**Logic cells by family**

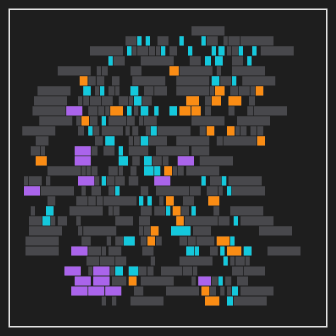
**A small window of the routed layout**

Scale bar: 10 um. Region (9, 9) to (34, 34) um. Cells in gray, sequential cells in the stronger gray; small squares are vias.
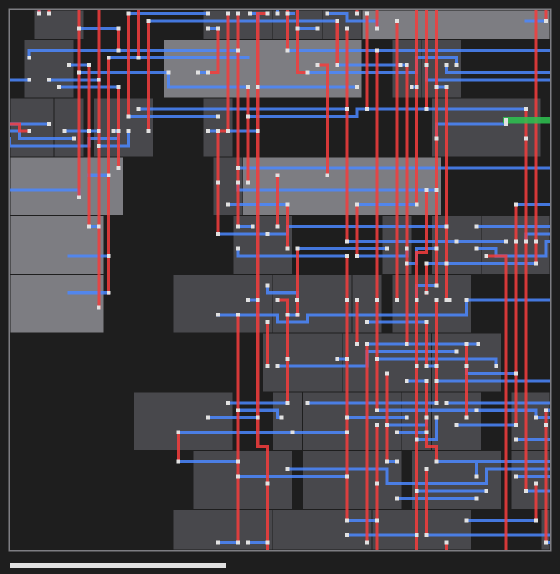
**Routing congestion**

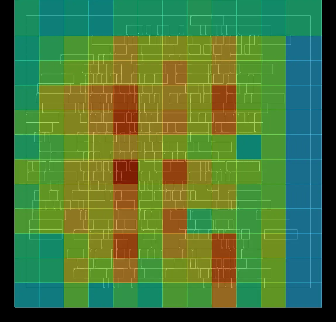
**Nets reached from selected ports**

Scale bar: 20 um.
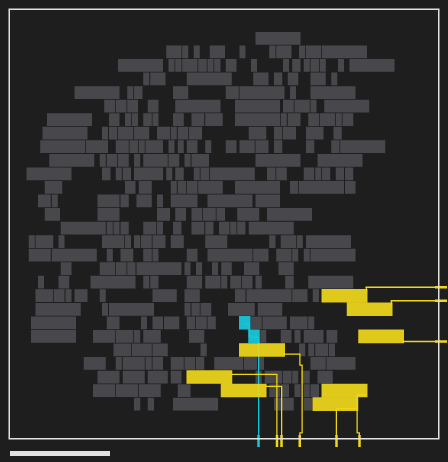
**Sequential cells grouped by signal name**

Scale bar: 20 um. Other sequential cells in the stronger gray, the rest of the logic in the fainter gray.
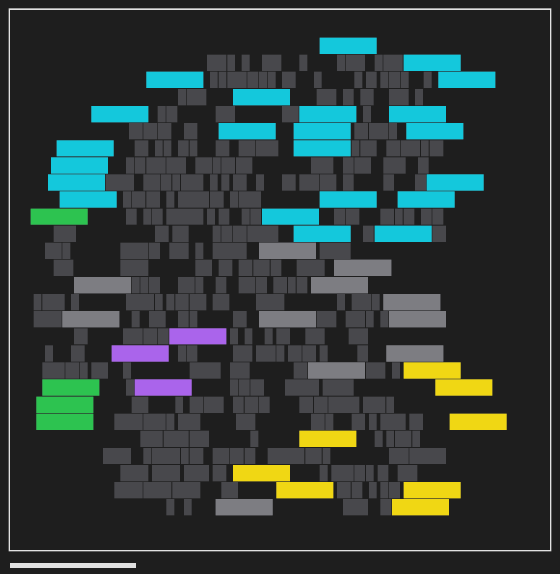
==> config.mk <==
export PLATFORM = sky130hd
export DESIGN_NAME = beep_melody_ctrl
export DESIGN_NICKNAME = d
export VERILOG_FILES = /design/src/rtl/beep_pkg.sv /design/src/rtl/beep_tick_gen.sv /design/src/rtl/beep_melody_ctrl.sv
export SDC_FILE = /design/constraint.sdc
export NUM_CORES = 1
export LEC_CHECK = 0
export CAP_MARGIN = 20
export CORE_MARGIN = 3
export CORE_UTILIZATION = 46
export CTS_CLUSTER_DIAMETER = 50
export CTS_CLUSTER_SIZE = 25
export DETAILED_ROUTE_END_ITERATION = 10
export DONT_BUFFER_PORTS = 1
export PLACE_DENSITY = 0.69
export SLEW_MARGIN = 20
export SYNTH_ARGS = -nofsm -noshare
export SYNTH_HDL_FRONTEND = slang
export SYNTH_HIERARCHICAL = 1
export SYNTH_SLANG_ARGS = --single-unit
==> constraint.sdc <==
create_clock -name CLK_50M -period 9.7 [get_ports CLK_50M]
set_clock_uncertainty 0.2 [all_clocks]
set_input_delay 1.94 -clock CLK_50M [delete_from_list [all_inputs] [get_ports CLK_50M]]
set_output_delay 1.94 -clock CLK_50M [all_outputs]
set_load 0.03 [all_outputs]
==> run summary <==
Notes on the physical implementation.

- The flow ran to the end, and the final reports show no timing, DRC or antenna violations.
- The final layout contains 344 nets.
- Clock-pin slew was measured on the worst setup and hold paths at 0.09 ns.
- The clock sink total is 48, for reference.
- Yosys shows that the main logic family after synthesis is simple AND/OR/NAND/NOR gates.
- The number of unique standard cell types used by synthesis is 56, for reference.
- Per the synthesis report, the AND-OR/OR-AND share of the synthesized area is 0.147.
- The placed cell count is 385, for reference.
- Per the gpl log, the routability congestion estimate is 0.884.
- Looking at the setup timing report, the critical path kind is reg -> reg.
- The number of logic inverters in the finished layout is 16, for reference.
- The number of placement rows is 28, for reference.
- The fraction of the mapped netlist area in adder cells is 0.0673, for reference.
- The chip area is 0.00738 mm2, for reference.
- The internal cell power is 0.000369 W, for reference.
- The sequential-to-total area share from yosys stat is 0.409, for reference.
- Of the total synthesized cell area, the portion taken by AND, OR, NAND and NOR gates is 0.260.
- The hold-critical path depth is 2, for reference.
- The count of clock-net buffers in the final layout is 6, for reference.
- In this run, the synthesized area fraction spent on xor and xnor cells is recorded as 0.0592.
- The cell area power density is 211 mW/mm2, for reference.
- The library cell used as clock root buffer is sky130_fd_sc_hd__clkbuf_8, for reference.
- The floorplan step records an initial core utilization of 0.485.
- At the pin with the least slew margin, the transition time is 0.832 ns.
- The reg2reg setup slack is 5.46 ns, for reference.
- The static leakage power is 1.25 nW, for reference.
- Per the run summary, max-cap violations total 0.
- The non-clock buffer share of cell area is 0, for reference.
- Summed over all nets, the half-perimeter wirelength after detailed placement is 4.48 mm.
- The number of flip-flops and latches is 48, for reference.
- STA on the placed design reports a worst setup slack of 5.55 ns.
- After detailed routing, no signal wire sits above met4.
- Setup repair after global routing left no endpoint under its margin.
- The highest attainable clock frequency is 236 MHz, for reference.
- Measured against the total synthesized area, the mux share comes to 0.0213.
- The flip-flop count of the largest register after layout is 22, for reference.
- The die is 85.9 um wide.
- For this run, the detailed router's first-pass iteration total came to 5.
- The count of nets left with antenna violations once routing finished came out at 0.
- The first global-routing pass estimated 10.6 mm of wire.
- The number of antenna violations at the first check in global routing came to 0.
- The number of logic gates is 246, for reference.
- The remaining design rule violation count is 0, for reference.
- The number of vias in the routed layout is 2,310, for reference.
- The count of instances resized after the clock tree is built is 0, for reference.
- The met1 usage in global routing is 0.256, for reference.
- The script logs the mean routed wire length per placed instance as 15.5 um.
- Of the total power, the clock network draws 0.195.
- The maximum buffer depth of the clock tree is 2, for reference.
- The worst min-delay path category is reg -> reg, for reference.
- The routed design uses 295 um of met3 wire.
- The global routing report lists combined usage of all routing layers as 0.177.
- The power report attributes to the combinational group a share of 0.420.
- The setup fix buffers added after clock tree synthesis is 0, for reference.
- The data arrival time of the critical path is 4.24 ns, for reference.
- The hold buffer count at CTS is 0, for reference.
- Before any placement, the netlist area is recorded as 0.00294 mm2.
- The portion of total power attributed to sequential cells is 0.385, for reference.
- Entering global routing, the biggest net connects 49 pins.
- In this run, synthesis inferred 0 flip-flops with an integrated enable.
- The post-synthesis cell count is 319, for reference.
- The TritonCTS buffer count is 5, for reference.
- The initial DRC count is 224, for reference.
- The number of signal-net buffers in the layout is 0, for reference.
- The global-route congestion overflow total is 0, for reference.
- The power dissipated by switching net loads is 0.000283 W, for reference.
- The well tap count is 75, for reference.
- The switching part of the total is 0.434, for reference.
- The layout summary lists the proportion of cells stronger than drive strength 1 as 0.0818.
- The primary flip-flop cell chosen by synthesis mapping is sky130_fd_sc_hd__dfrtp_1, for reference.
- The filler cell count in the final layout is 575, for reference.
- Per the detail_route log, met2 wirelength is 2.84 mm.
- Yosys stat counts 319 cells in the synthesized netlist.
- The number of register bits inferred by synthesis is 48, for reference.
- The critical path launch point type is a flip-flop, for reference.
- Measured on the final layout, the clock distribution area share stands at 0.0317.
- TritonCTS built the clock tree.
- Using the TritonRoute via totals, the vias-per-cell ratio works out to 5.88.
- The die extent in y is 85.9 um, for reference.
- The growth of design area from synthesis to finish is 4.90%, for reference.
- Across all stage logs, warnings added up to 35.
- The average instance in the mapped netlist occupies 9.21 um2.
- The number of failing hold endpoints at the final stage is 0, for reference.
- The antenna diode count is 0, for reference.
- The number of levels the H-tree was split into is 2, for reference.
- The final layout reports a setup TNS of 0 ns.
- The critical path maximum fanout is 17.
- The critical path in the final layout is reported with a setup slack of 5.46 ns.
- The layout report lists the multi-input gate area as 0.00163 mm2.
- Logic depth along the worst register-to-register path is recorded as 10.
- The class occupying the most area after layout is reported as multi-input combinational cells.
- The final timing report lists a max-slew violation count of 0.
- Per the skew report, the later register of the worst-skew pair sees a clock latency of 0.30 ns.
- The number of global-route vias before repair is 2,184.
- The chip area line in the Yosys stat output reads 0.00294 mm2.
- The register share of the cell area is 0.390, for reference.
- The worst setup path is captured at a flip-flop.
- The final timing report derives a shortest allowable period of 4.24 ns.
- The worst IR drop on VDD is 0.130 mV, for reference.
- The portion of the clock cycle consumed by the worst path in the final layout is 0.437, for reference.
- The worst-case max-slew headroom was logged as 0.440.
- In this run the standard cell core region covers 0.00606 mm2.
- The proportion of register bits with asynchronous set or reset after synthesis is 1.00, for reference.
- At the worst endpoint, the required time is 9.70 ns.
- The number of nets in the synthesized netlist is 346, for reference.
- The Yosys step of the flow raised 6 warnings.
- The final setup violation count is 0, for reference.
- The most common logic cells in the final layout are sky130_fd_sc_hd__dfrtp_1, sky130_fd_sc_hd__nor2_1, sky130_fd_sc_hd__nand2_1.
- The length of routed wiring on met1 is 2.92 mm, for reference.
- On met2, the global router reports a usage of 0.273.
- The detailed-route wire length is 6.09 mm, for reference.
## Picture notes: 'logic cells by family'
| family | color | cells | most used |
|---|---|---|---|
| adder and majority cells | purple | 16 | ha_1 |
| NOR gates | cyan | 60 | nor2_1 |
| AND and OR gates | orange | 27 | or3_1 |
leading cell type in the layout, fill and taps excluded: sky130_fd_sc_hd__dfrtp_1
multi-input gate share of the layout cell area: 0.529
Layout Cells excl Fill: 393

## Picture notes: 'a small window of the routed layout'
| layer | color |
|---|---|
| met3 | green |
| met1 | blue |
| met2 | red |
cells with their middle in the window: 36
sequential cells in the window: 3
most frequent: ha_1 (8), nand2_1 (5)

## Picture notes: 'routing congestion'
met3 Resource Use GR: 0.0307
GR peak layer: met2

## Picture notes: 'nets reached from selected ports'
| port | color | bits | direction | edge | end cells | buffers | wire |
|---|---|---|---|---|---|---|---|
| NOTE_OUT | yellow | 8 | output | 5 bottom, 3 right | 8 | 0 | 107 um |
| ALARM_REQ | cyan | 1 | input | bottom | 2 | 0 | 25.5 um |
quantity of I/O buffers inserted on ports: 0
I/O pins: 22

## Picture notes: 'sequential cells grouped by signal name'
| netlist name | color | placed flops |
|---|---|---|
| pass | green | 4 |
| NOTE_OUT | yellow | 8 |
| step | purple | 3 |
| u_tick_gen/cnt | cyan | 22 |
share of the core filled with cells: 0.509
power attributed to sequential cells: 0.000251 W
sequential cell area in the final layout: 0.00120 mm2

through the flow:
step	hold slack, ns	utilization	area [um2]	total power [W]
floorplan	0.275	-	2940	0.000472
global placement	0.313	0.493	2990	0.000519
detailed placement	0.308	0.493	2990	0.000525
CTS	0.334	0.509	3080	0.000654
global route	0.392	0.509	3080	0.000704
finish	0.330	0.509	3080	0.000651
cell families (layout without fill, tap and decap cells):
kind of cell,Yosys count,after routing
compound gates,61,61
xor+xnor,19,19
fa+ha+maj,16,16
buf+inv,25,24
flops,48,48
mux,6,6
simple gates,144,144
cells in the mapped netlist (all sizes together) (6+ instances only):
cell type  instances  area share
a21oi             13       0.022
or3                7       0.017
xnor2             12       0.038
o21ai             16       0.034
nand2b             6       0.013
nor2              34       0.043
dfrtp             48        0.41
ha                15       0.064
xor2               7       0.021
nor3               6       0.010
nand4              7       0.015
inv               16       0.020
nor4              10       0.021
nand3             10       0.017
nand2             34       0.043
critical path: stages, from the launching register on:
cell and delay, ns:
sky130_fd_sc_hd__dfrtp_1 0.40, sky130_fd_sc_hd__inv_1 0.06, sky130_fd_sc_hd__ha_1 0.40, sky130_fd_sc_hd__inv_1 0.59, sky130_fd_sc_hd__nand2_1 0.16, sky130_fd_sc_hd__or4b_2 0.78
sky130_fd_sc_hd__nor2_1 0.25, sky130_fd_sc_hd__nor3b_1 0.13, sky130_fd_sc_hd__a211oi_1 0.58, sky130_fd_sc_hd__nand3_1 0.29, sky130_fd_sc_hd__o41ai_1 0.29
power groups by stage:
stage	Combinational, W	Sequential, W	Clock [W]
finish	0.000273	0.000251	0.000127
global route	0.000308	0.000255	0.000141
CTS	0.000272	0.000251	0.000131
detailed placement	0.000270	0.000255	0
global placement	0.000265	0.000253	0
floorplan	0.000225	0.000248	0
No activity file was given, so power comes from the tool's default toggle rates.
